## src/rtl/spart_rx.sv

```systemverilog
// SPART receive path: 8N1 deserializer with 16x oversampling feeding a small
// show-ahead FIFO, plus sticky overrun / framing error flags.
module spart_rx #(
    parameter int BAUD_DIV   = 54,
    parameter int FIFO_DEPTH = 8
) (
    input  logic       clk,
    input  logic       rst_n,
    input  logic       rxd,
    input  logic       rx_rd,
    input  logic       err_clr,
    output logic [7:0] spart_rx_data,
    output logic       spart_rx_empty,
    output logic       rx_overrun,
    output logic       rx_frame_err
);

    localparam int DIV_W = (BAUD_DIV > 1) ? $clog2(BAUD_DIV) : 1;
    localparam int PTR_W = (FIFO_DEPTH > 1) ? $clog2(FIFO_DEPTH) : 1;
    localparam int CNT_W = $clog2(FIFO_DEPTH + 1);

    typedef enum logic [1:0] {
        IDLE,
        START,
        DATA,
        STOP
    } state_t;

    logic             rxd_meta_q, rxd_sync_q, rxd_prev_q;
    state_t           state_q, state_d;
    logic [DIV_W-1:0] div_q, div_d;
    logic [3:0]       tick_cnt_q, tick_cnt_d;
    logic [2:0]       bit_cnt_q, bit_cnt_d;
    logic [7:0]       shift_q, shift_d;
    logic [PTR_W-1:0] wr_ptr_q, wr_ptr_d, rd_ptr_q, rd_ptr_d;
    logic [CNT_W-1:0] count_q, count_d;
    logic             overrun_q, overrun_d;
    logic             frame_err_q, frame_err_d;
    logic [7:0]       mem_q [FIFO_DEPTH];

    logic tick, fall, push, frame_set;
    logic pop, do_push, overrun_set, full;

    // Synchronizer plus one extra stage of the synchronized value for edge detection.
    always_ff @(posedge clk or negedge rst_n) begin
        if (!rst_n) begin
            rxd_meta_q <= 1'b1;
            rxd_sync_q <= 1'b1;
            rxd_prev_q <= 1'b1;
        end else begin
            rxd_meta_q <= rxd;
            rxd_sync_q <= rxd_meta_q;
            rxd_prev_q <= rxd_sync_q;
        end
    end

    assign tick = (div_q == DIV_W'(BAUD_DIV - 1));
    assign fall = rxd_prev_q & ~rxd_sync_q;

    always_comb begin
        state_d    = state_q;
        div_d      = div_q;
        tick_cnt_d = tick_cnt_q;
        bit_cnt_d  = bit_cnt_q;
        shift_d    = shift_q;
        push       = 1'b0;
        frame_set  = 1'b0;

        if (state_q != IDLE) begin
            div_d = tick ? '0 : div_q + DIV_W'(1);
        end

        unique case (state_q)
            IDLE: begin
                div_d      = '0;
                tick_cnt_d = '0;
                bit_cnt_d  = '0;
                if (fall) begin
                    state_d = START;
                end
            end
            START: begin
                if (tick) begin
                    if (tick_cnt_q == 4'd7) begin
                        tick_cnt_d = '0;
                        state_d    = rxd_sync_q ? IDLE : DATA;
                    end else begin
                        tick_cnt_d = tick_cnt_q + 4'd1;
                    end
                end
            end
            DATA: begin
                if (tick) begin
                    if (tick_cnt_q == 4'd15) begin
                        tick_cnt_d = '0;
                        shift_d    = {rxd_sync_q, shift_q[7:1]};
                        bit_cnt_d  = bit_cnt_q + 3'd1;
                        if (bit_cnt_q == 3'd7) begin
                            state_d = STOP;
                        end
                    end else begin
                        tick_cnt_d = tick_cnt_q + 4'd1;
                    end
                end
            end
            STOP: begin
                if (tick) begin
                    if (tick_cnt_q == 4'd15) begin
                        tick_cnt_d = '0;
                        state_d    = IDLE;
                        push       = rxd_sync_q;
                        frame_set  = ~rxd_sync_q;
                    end else begin
                        tick_cnt_d = tick_cnt_q + 4'd1;
                    end
                end
            end
            default: state_d = IDLE;
        endcase
    end

    always_ff @(posedge clk or negedge rst_n) begin
        if (!rst_n) begin
            state_q    <= IDLE;
            div_q      <= '0;
            tick_cnt_q <= '0;
            bit_cnt_q  <= '0;
            shift_q    <= '0;
        end else begin
            state_q    <= state_d;
            div_q      <= div_d;
            tick_cnt_q <= tick_cnt_d;
            bit_cnt_q  <= bit_cnt_d;
            shift_q    <= shift_d;
        end
    end

    // A pop frees the slot first, so a push into a full FIFO with a pop succeeds.
    always_comb begin
        full        = (count_q == CNT_W'(FIFO_DEPTH));
        pop         = rx_rd && (count_q != '0);
        do_push     = push && (!full || pop);
        overrun_set = push && full && !pop;

        wr_ptr_d = do_push ? wr_ptr_q + PTR_W'(1) : wr_ptr_q;
        rd_ptr_d = pop ? rd_ptr_q + PTR_W'(1) : rd_ptr_q;

        count_d = count_q;
        if (do_push && !pop) begin
            count_d = count_q + CNT_W'(1);
        end else if (pop && !do_push) begin
            count_d = count_q - CNT_W'(1);
        end

        overrun_d = overrun_q;
        if (overrun_set) begin
            overrun_d = 1'b1;
        end else if (err_clr) begin
            overrun_d = 1'b0;
        end

        frame_err_d = frame_err_q;
        if (frame_set) begin
            frame_err_d = 1'b1;
        end else if (err_clr) begin
            frame_err_d = 1'b0;
        end
    end

    always_ff @(posedge clk or negedge rst_n) begin
        if (!rst_n) begin
            wr_ptr_q    <= '0;
            rd_ptr_q    <= '0;
            count_q     <= '0;
            overrun_q   <= 1'b0;
            frame_err_q <= 1'b0;
        end else begin
            wr_ptr_q    <= wr_ptr_d;
            rd_ptr_q    <= rd_ptr_d;
            count_q     <= count_d;
            overrun_q   <= overrun_d;
            frame_err_q <= frame_err_d;
        end
    end

    always_ff @(posedge clk) begin
        if (do_push) begin
            mem_q[wr_ptr_q] <= shift_q;
        end
    end

    assign spart_rx_empty = (count_q == '0);
    assign spart_rx_data  = spart_rx_empty ? 8'h00 : mem_q[rd_ptr_q];
    assign rx_overrun     = overrun_q;
    assign rx_frame_err   = frame_err_q;

endmodule
```

## config.mk

```make
export PLATFORM = sky130hd
export DESIGN_NAME = spart_rx
export DESIGN_NICKNAME = d
export VERILOG_FILES = /design/src/rtl/spart_rx.sv
export SDC_FILE = /design/constraint.sdc
export NUM_CORES = 1
export LEC_CHECK = 0
export CAP_MARGIN = 10
export CORE_MARGIN = 4
export CORE_UTILIZATION = 50
export CTS_CLUSTER_DIAMETER = 100
export DETAILED_ROUTE_END_ITERATION = 10
export PLACE_DENSITY_LB_ADDON = 0.2
export SLEW_MARGIN = 20
export SYNTH_ARGS = -nofsm -noshare
export SYNTH_HDL_FRONTEND = slang
export SYNTH_SLANG_ARGS = --single-unit
export TNS_END_PERCENT = 5
```

## constraint.sdc

```tcl
create_clock -name clk -period 3.1 [get_ports clk]
set_input_delay 0.31 -clock clk [delete_from_list [all_inputs] [get_ports clk]]
set_output_delay 0.31 -clock clk [all_outputs]
set_load 0.02 [all_outputs]
```

==> run_1/congestion_map.png <==
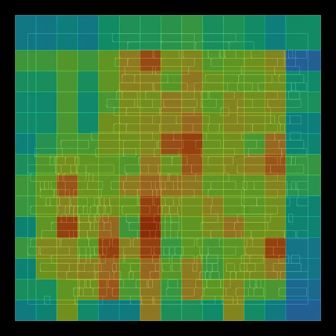
met2 usage: 26.76%
GRT Total Usage: 15.42%
Final Util: 58.79%
met3 GRT Util: 3.926%
busiest layer in global routing: met2

==> run_1/port_trees.png <==
The bar under the picture is 20 µm long.
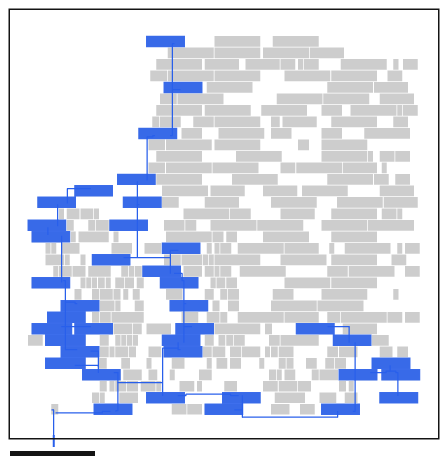
[blue] rst_n | bits: 1 | direction: input | end cells: 38 | buffers: 1 | wire: 307 µm

==> run_1/layers.png <==
Two of the layers only.
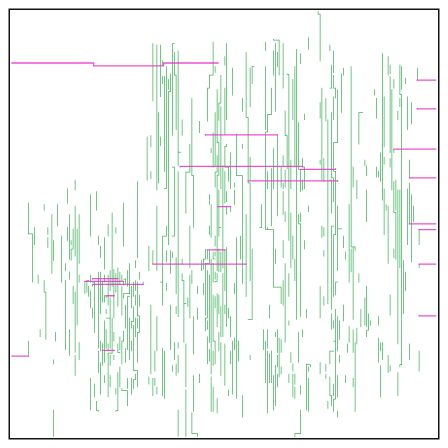
[magenta] M3 | wire length: 233 µm
[green] M2 | wire length: 3610 µm
DR vias: 2314
final WL: 7.096 mm

run 1: worst max-delay path, stage by stage (launching register included):
cell and delay [ps]:
dfrtp_1 420, ha_2 260, nand4_2 210, nor3_4 270, and4_1 220, ha_1 210, inv_1 120, ha_1 290
a21o_1 200, a2111oi_1 420, o31ai_1 140
run 1: flip-flops by register name, indices dropped and copies added, names as in the netlist:
register and cells:
mem_q 64, shift_q 8, div_q 6, count_q 4, tick_cnt_q 4, bit_cnt_q 3
rd_ptr_q 3, wr_ptr_q 3, state_q 2, rx_frame_err 1, rx_overrun 1, rxd_meta_q 1
rxd_prev_q 1, rxd_sync_q 1
run 1: routing by layer:
metal  wire, µm  global-route usage (%)  vias up
li1           -                       -     1127
met2       3613                   26.76       35
met5          0                       0        -
met1       3216                   19.68     1150
met4         34                   3.374        0
met3        233                   3.926        2
==> metrics.cfg, run 1 <==
[die]
core_area_um2 = 8341
die_w_um = 101.3
rows = 33
fp_util_pct = 52.16
tap-cell-count = 105

[clock_tree]
clk_pin_slew_worst_paths_ps = 90
tritoncts = done
clock_latency_ps = 340
postCtsSetupBuffers = 0
postCtsHoldBufs = 0
cts-htree-levels = 3

[power_and_ir_drop]
seq_cell_power_mw = 1.72
pwr_density_cell_nw_per_um2 = 627.0
internal_power_mw = 2.230
p_leak_nw = 2.021
clk-power_mw = 0.808
pwr-share-comb_pct = 17.9
power_leader = sequential cells
power.net_switching_mw = 0.8441
p_total_mw = 3.075
clkPwrFrac_pct = 26.3

[layout]
logic_gate_count = 157
flop_area_um2 = 2877
seq_cells = 102
instances_no_fill = 419
nets = 325
signal_buffers = 29
comb_area_um2 = 1403
clkbuf_count = 14
nFillCells = 638
lay_top_count = edfxtp_1
stdcell_area_um2 = 4903
clk_share_pct = 4.185

[yosys]
yosys_area_um2 = 4350
ys_types = 41
yosys_warnings = 0
ys_sh_simple_pct = 8.427
top_logic_kind = multiplexers
synth.most_common_cell = edfxtp_1
top_area_cell = edfxtp_1
avgSynthCellArea_um2 = 15.48
top_cells_by_area = edfxtp_1, dfrtp_1, mux4_2
ys_cells = 281
fp_nets = 297

[drt]
final_antenna_net_count = 0
drc = 0
drtIter0Drc = 95

[run_status]
status = finished clean

[place]
place_ws_ps = 179.5
dp_cells = 401
dpl.hpwl_mm = 4.939
placed_cell_area_um2 = 4673

[critical_path]
startpoint_type = flip-flop
critPathArrivalTime_ps = 3110
cp_max_fo = 6
r2r-start = tick_cnt_q[0]
cp.required_ps = 3320
ff2ff_setup_slack_ps = 210
rr_worst_depth = 10

[worst_hold_path]
min_path_type = in2async

[final_timing]
worst_slew_pin_slew_ps = 855.3
setup_viol = 0
finalCritPeriodShare_pct = 93.29
hold_violations = 0
holdWs_ps = 67.45
setup_tns_ps = 0
relSlewSlack_pct = 42.98

[run]
max-cap-violations = 0
log.warning_count = 27

[grt]
grt_remaining_overflow = 0

## Run 2: what changed since run 1
Settings changed: SKIP_CTS_REPAIR_TIMING set to 1.
==> run_2/port_trees.png <==
The bar under the picture is 20 µm long.
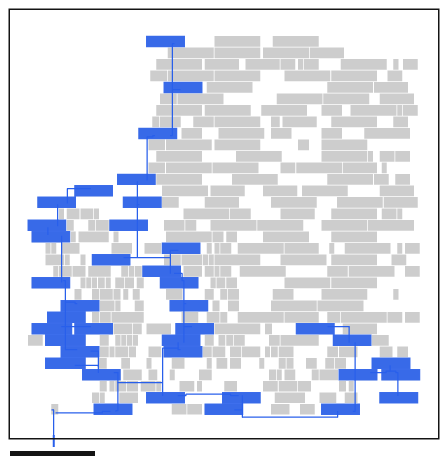
[blue] rst_n | bits: 1 | direction: input | end cells: 38 | buffers: 1 | wire: 307 µm

==> run_2/congestion_map.png <==
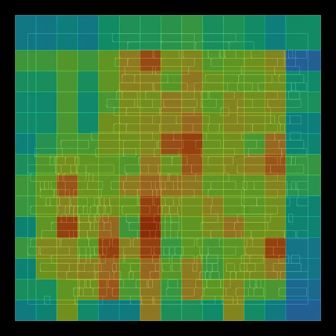
M1 GR Usage: 19.68%
drt wl/cell: 16.94 µm

==> run 2 against run 1 <==
  * Total power unchanged
  * Critical path depth unchanged
  * Die area unchanged
  * Sequential cell count unchanged
  * Via count unchanged
  * Largest power group unchanged
==> metrics.cfg, run 2 <==
[run_status]
status = finished clean

[grt]
grt_remaining_overflow = 0
grt_usage_pct = 15.42
antenna_found_initial = 0
grt_start_max_net_pins = 39

[clock_tree]
clock_sinks = 102
cts-htree-levels = 3
tritoncts = done
clock_latency_ps = 340
clk_pin_slew_worst_paths_ps = 90

[layout]
comb_area_um2 = 1403
reg.largest.list = mem_q x64, shift_q x8, div_q x6
clk_share_pct = 4.185
top_register = mem_q
final_util_pct = 58.79
stdcell_area_um2 = 4903
seq_cells = 102
signal_buffers = 29
largest_reg_flops = 64
nFillCells = 638
lay_top_cells = edfxtp_1, dfrtp_1, nor2_1
flop_area_um2 = 2877
clkbuf_count = 14
nets = 325
logic_gate_count = 157
instances_no_fill = 419

[critical_path]
crit_slowest_cell = dfrtp_1
cp.depth = 10
critPathArrivalTime_ps = 3110
cp_max_fo = 6
cp.required_ps = 3320
startpoint_type = flip-flop
critical_path.top_delay_family = adder cells
crit_buf_inv = 1
crit_top_cell = ha_1
ff2ff_setup_slack_ps = 210
rr_worst_depth = 10

[die]
die_w_um = 101.3
tap-cell-count = 105
core_area_um2 = 8341
fp_util_pct = 52.16
rows = 33

[yosys]
yosys_area_um2 = 4350
top_area_cell = edfxtp_1
yosys_warnings = 0
synth.most_common_cell = edfxtp_1
fp_nets = 297
ys_types = 41
avgSynthCellArea_um2 = 15.48

[power_and_ir_drop]
clk-power_mw = 0.808
clkPwrFrac_pct = 26.3
pwr-share-comb_pct = 17.9
power.net_switching_mw = 0.8441
internal_power_mw = 2.230
p_leak_nw = 2.021
power_leader = sequential cells
seq_cell_power_mw = 1.72

[place]
dp_cells = 401
placed_cell_area_um2 = 4673
dpl.hpwl_mm = 4.939
place_ws_ps = 179.5

[drt]
drc = 0
drtIter0Drc = 95
num_vias = 2314
final_antenna_net_count = 0

[final_timing]
finalCritPeriodShare_pct = 93.29
setup_tns_ps = 0
hold_violations = 0
worst_slew_pin_slew_ps = 855.3
holdWs_ps = 67.45
fin_ws_ps = 208.2

[run]
log.warning_count = 27
max-cap-violations = 0

[worst_hold_path]
min_path_type = in2async

==> run_2/m1.png <==
The bar under the picture is 20 µm long. Supply wires on this layer in gray.
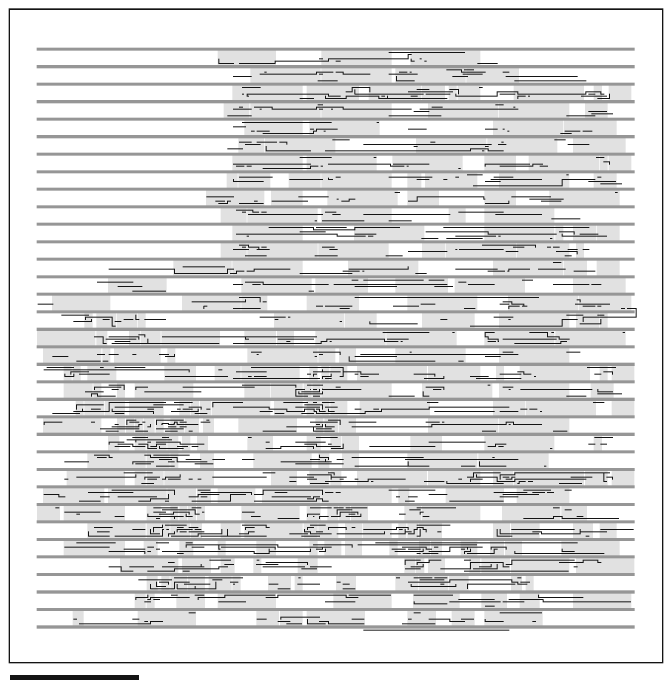
nets with wire on the layer: 304
share of all routed wire: 45%
wire length on this layer: 3220 µm
main direction: horizontal

==> run 2: cell counts after synthesis <==
No cell type changed its count.
==> run 2: cell families (layout without fill, tap and decap cells) <==
kind of cell | Yosys count | in the layout | share of synthesized area [%]
flops | 102 | 102 | 66.12
compound gates | 28 | 28 | 4.228
mux | 38 | 38 | 13.66
buf+inv | 22 | 55 | 2.013
xor+xnor | 11 | 11 | 2.215
simple gates | 69 | 69 | 8.427
fa+ha+maj | 11 | 11 | 3.336
==> run 2: per-layer routing <==
metal,GRT usage [%],wire [µm],vias up
li1,-,-,1127
met1,19.68,3216,1150
met2,26.76,3613,35
met3,3.926,233,2
met4,3.374,34,0
met5,0,0,-
==> run_2/layers.png <==
Two of the layers only.
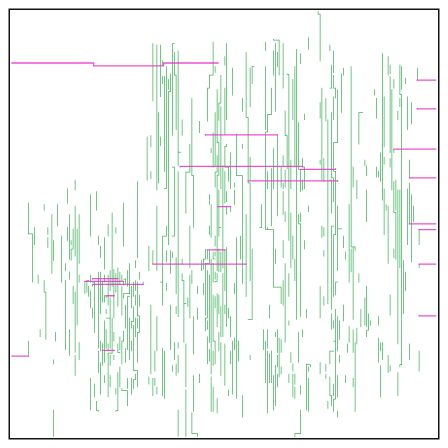

## Run 3: what changed since run 2
Settings changed: ABC_CLOCK_PERIOD_IN_PS set to 3100, CORE_UTILIZATION 50 to 35, PLACE_DENSITY_LB_ADDON 0.2 to unset.
==> run_3/layers.png <==
Two of the layers only.
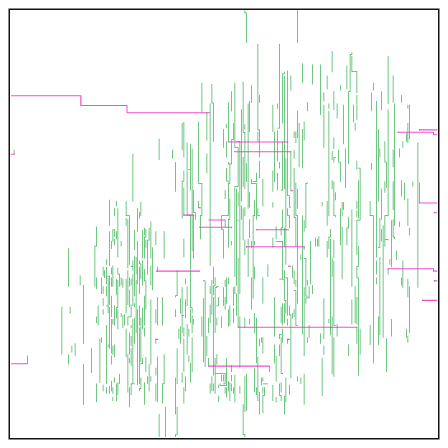
[green] M2 | wire length: 3840 µm
[magenta] M3 | wire length: 242 µm
DR vias: 2386
drt wl/cell: 16.23 µm
final WL: 7.825 mm
GRT Total Usage: 12.05%

==> run_3/congestion_map.png <==
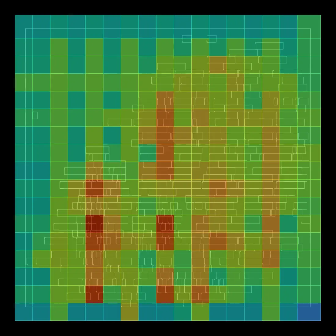
Final Util: 41.79%
M1 GR Usage: 16.19%

==> run_3/m1.png <==
The bar under the picture is 20 µm long. Supply wires on this layer in gray.
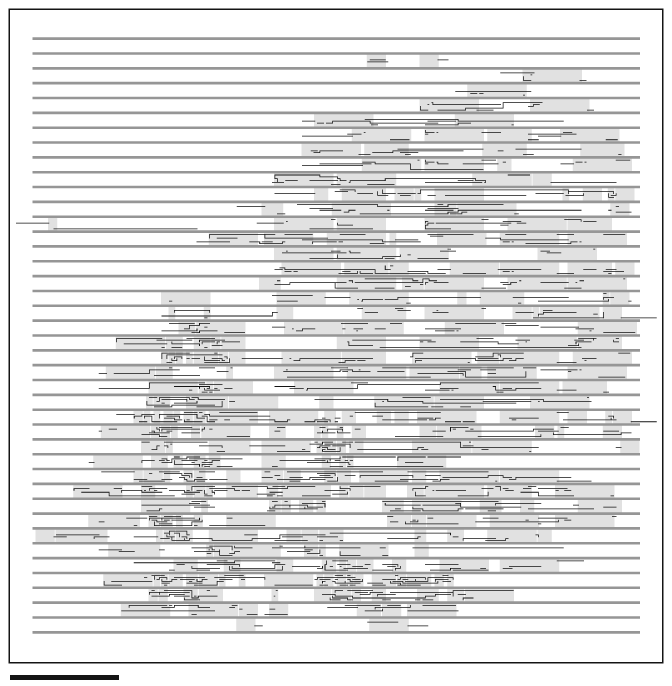
nets with wire on the layer: 305
main direction: horizontal
longest straight run: 36.8 µm
wire length on this layer: 3630 µm

==> run 3 against run 2 <==
  * Count of clock-buffer cells in the layout is 5 lower
  * First-iteration DRC count up 37%
  * Non-clock buffer count unchanged
  * Area after synthesis unchanged
  * Synthesized cell count unchanged
  * Global-route usage fell by 3.4 points
  * Register-to-register slack better by 20 ps
  * Clock skew up 0.57 ps
==> metrics.cfg, run 3 <==
[die]
core_area_um2 = 12110
die_height_um = 119.5
die_w_um = 119.5
rows = 40
fp_util_pct = 35.92
boundaryPins = 16
tap-cell-count = 168

[layout]
sh_seq_area_pct = 56.84
flop_area_um2 = 2877
seq_cells = 102
signal_buffers = 29
logic_gate_count = 157
nets = 325
nFillCells = 1122
reg.largest.list = mem_q x64, shift_q x8, div_q x6
largest_reg_flops = 64
lay_top_count = edfxtp_1
stdcell_area_um2 = 5061
clkbuf_count = 9
lay_top_cells = edfxtp_1, dfrtp_1, nor2_1
top_register = mem_q

[power_and_ir_drop]
p_leak_nw = 2.047
p_comb_mw = 0.588
power.net_switching_mw = 0.9510
seq_cell_power_mw = 1.70
p_total_mw = 3.341
clk-power_mw = 1.05
internal_power_mw = 2.390
pwr_density_cell_nw_per_um2 = 660.1
clkPwrFrac_pct = 31.4
power_leader = sequential cells
pwr-share-comb_pct = 17.6

[place]
dp_cells = 466
placed_cell_area_um2 = 4767
dpl.hpwl_mm = 4.980
place_ws_ps = 169.0

[final_timing]
holdWs_ps = 101.9
setup_tns_ps = 0
setup_viol = 0
relSlewSlack_pct = 39.40
hold_violations = 0
fin_ws_ps = 232.9
worst_slew_pin_slew_ps = 909.0
finalCritPeriodShare_pct = 92.49

[critical_path]
cp_max_fo = 6
worstPathCellList = ha_1, nand4_4, nor3_4, and4_1, ha_1, inv_1, ha_1, a21o_1, a2111oi_0, o31ai_1
startpoint_type = flip-flop
critical_path.top_delay_family = adder cells
slowest_delay_ps = 410
crit_slowest_cell = a2111oi_0
crit_buf_inv = 1
critPathArrivalTime_ps = 3080
cp.required_ps = 3310
end_kind = flip-flop
crit_top_cell = ha_1

[yosys]
ys_sh_simple_pct = 8.427
ys_sh_aoi_pct = 4.228
synthAdderAreaFrac_pct = 3.336
yosys_warnings = 0
synthCells = 281
avgSynthCellArea_um2 = 15.48
mux_area_share_pct = 13.66
top_cells_by_area = edfxtp_1, dfrtp_1, mux4_2
ys_types = 41
synth_top_flop_cell = edfxtp_1
yosys_area_um2 = 4350
fp_nets = 297
top_logic_kind = multiplexers
ys_cells = 281
top_area_cell = edfxtp_1
netlist_area_um2 = 4350
synth.most_common_cell = edfxtp_1
xor_area_share_pct = 2.215

[clock_tree]
cts-htree-levels = 3
clock_latency_ps = 340
tritoncts = done
clock_sinks = 102
clk_pin_slew_worst_paths_ps = 70

[drt]
final_antenna_net_count = 0
drc = 0
drtIter0Drc = 130
via_per_inst = 4.950

[run]
max-cap-violations = 0
log.warning_count = 27

[grt]
grt_pass1_wl_mm = 13.35
grt_remaining_overflow = 0
grt_start_max_net_pins = 39
antenna_found_initial = 0

[run_status]
status = finished clean

[worst_hold_path]
min_path_type = in2async

run 3: cell counts after synthesis:
No cell type changed its count.
run 3: path summary, 6_finish.rpt:
kind / from / end / slack (ps) / cells past startpoint
max: tick_cnt_q[0] / count_q[3] / 230 / 10
min: rst_n / shift_q[2] / 100 / 1
max reg2reg: tick_cnt_q[0] / count_q[3] / 230 / 10
min reg2reg: rxd_meta_q / rxd_sync_q / 360 / 0
max in group asynchronous: rst_n / wr_ptr_q[1] / 2420 / 1
min in group clk: rxd_meta_q / rxd_sync_q / 360 / 0
run 3: routing by layer:
metal	wire length [µm]	up-vias	global-route usage [%]
met5	0	-	0
met4	109	0	4.295
met3	242	11	2.733
met2	3841	31	19.31
met1	3633	1214	16.19
li1	-	1130	-

==> gallery <==
Sequential cells colored by netlist name.
The bar under the picture is 20 µm long.
Plate I
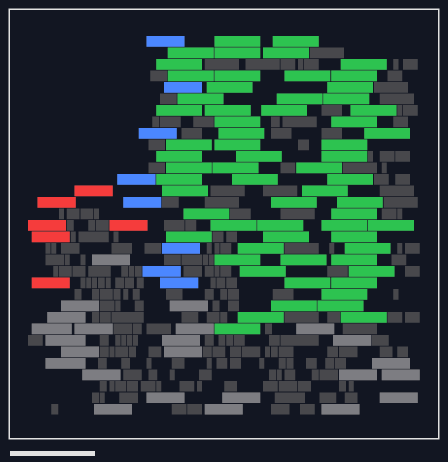
Plate II
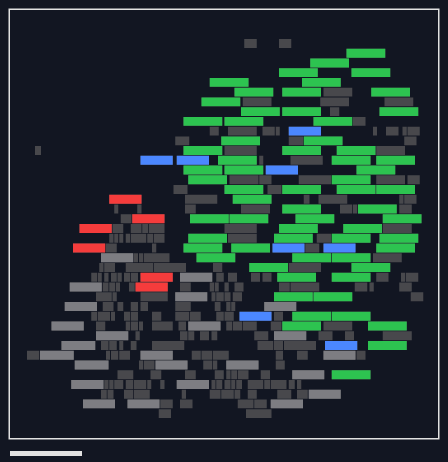
- most cells: Plate II
- largest die: Plate II
| from | picture |
|---|---|
| run 3 | Plate II |
| run 1 | Plate I |

Key to Plate II:
[green] mem_q | placed flops: 64
[red] div_q | placed flops: 6
[blue] shift_q | placed flops: 8

Power figures rest on the tool's default switching activity, not on a simulated workload.
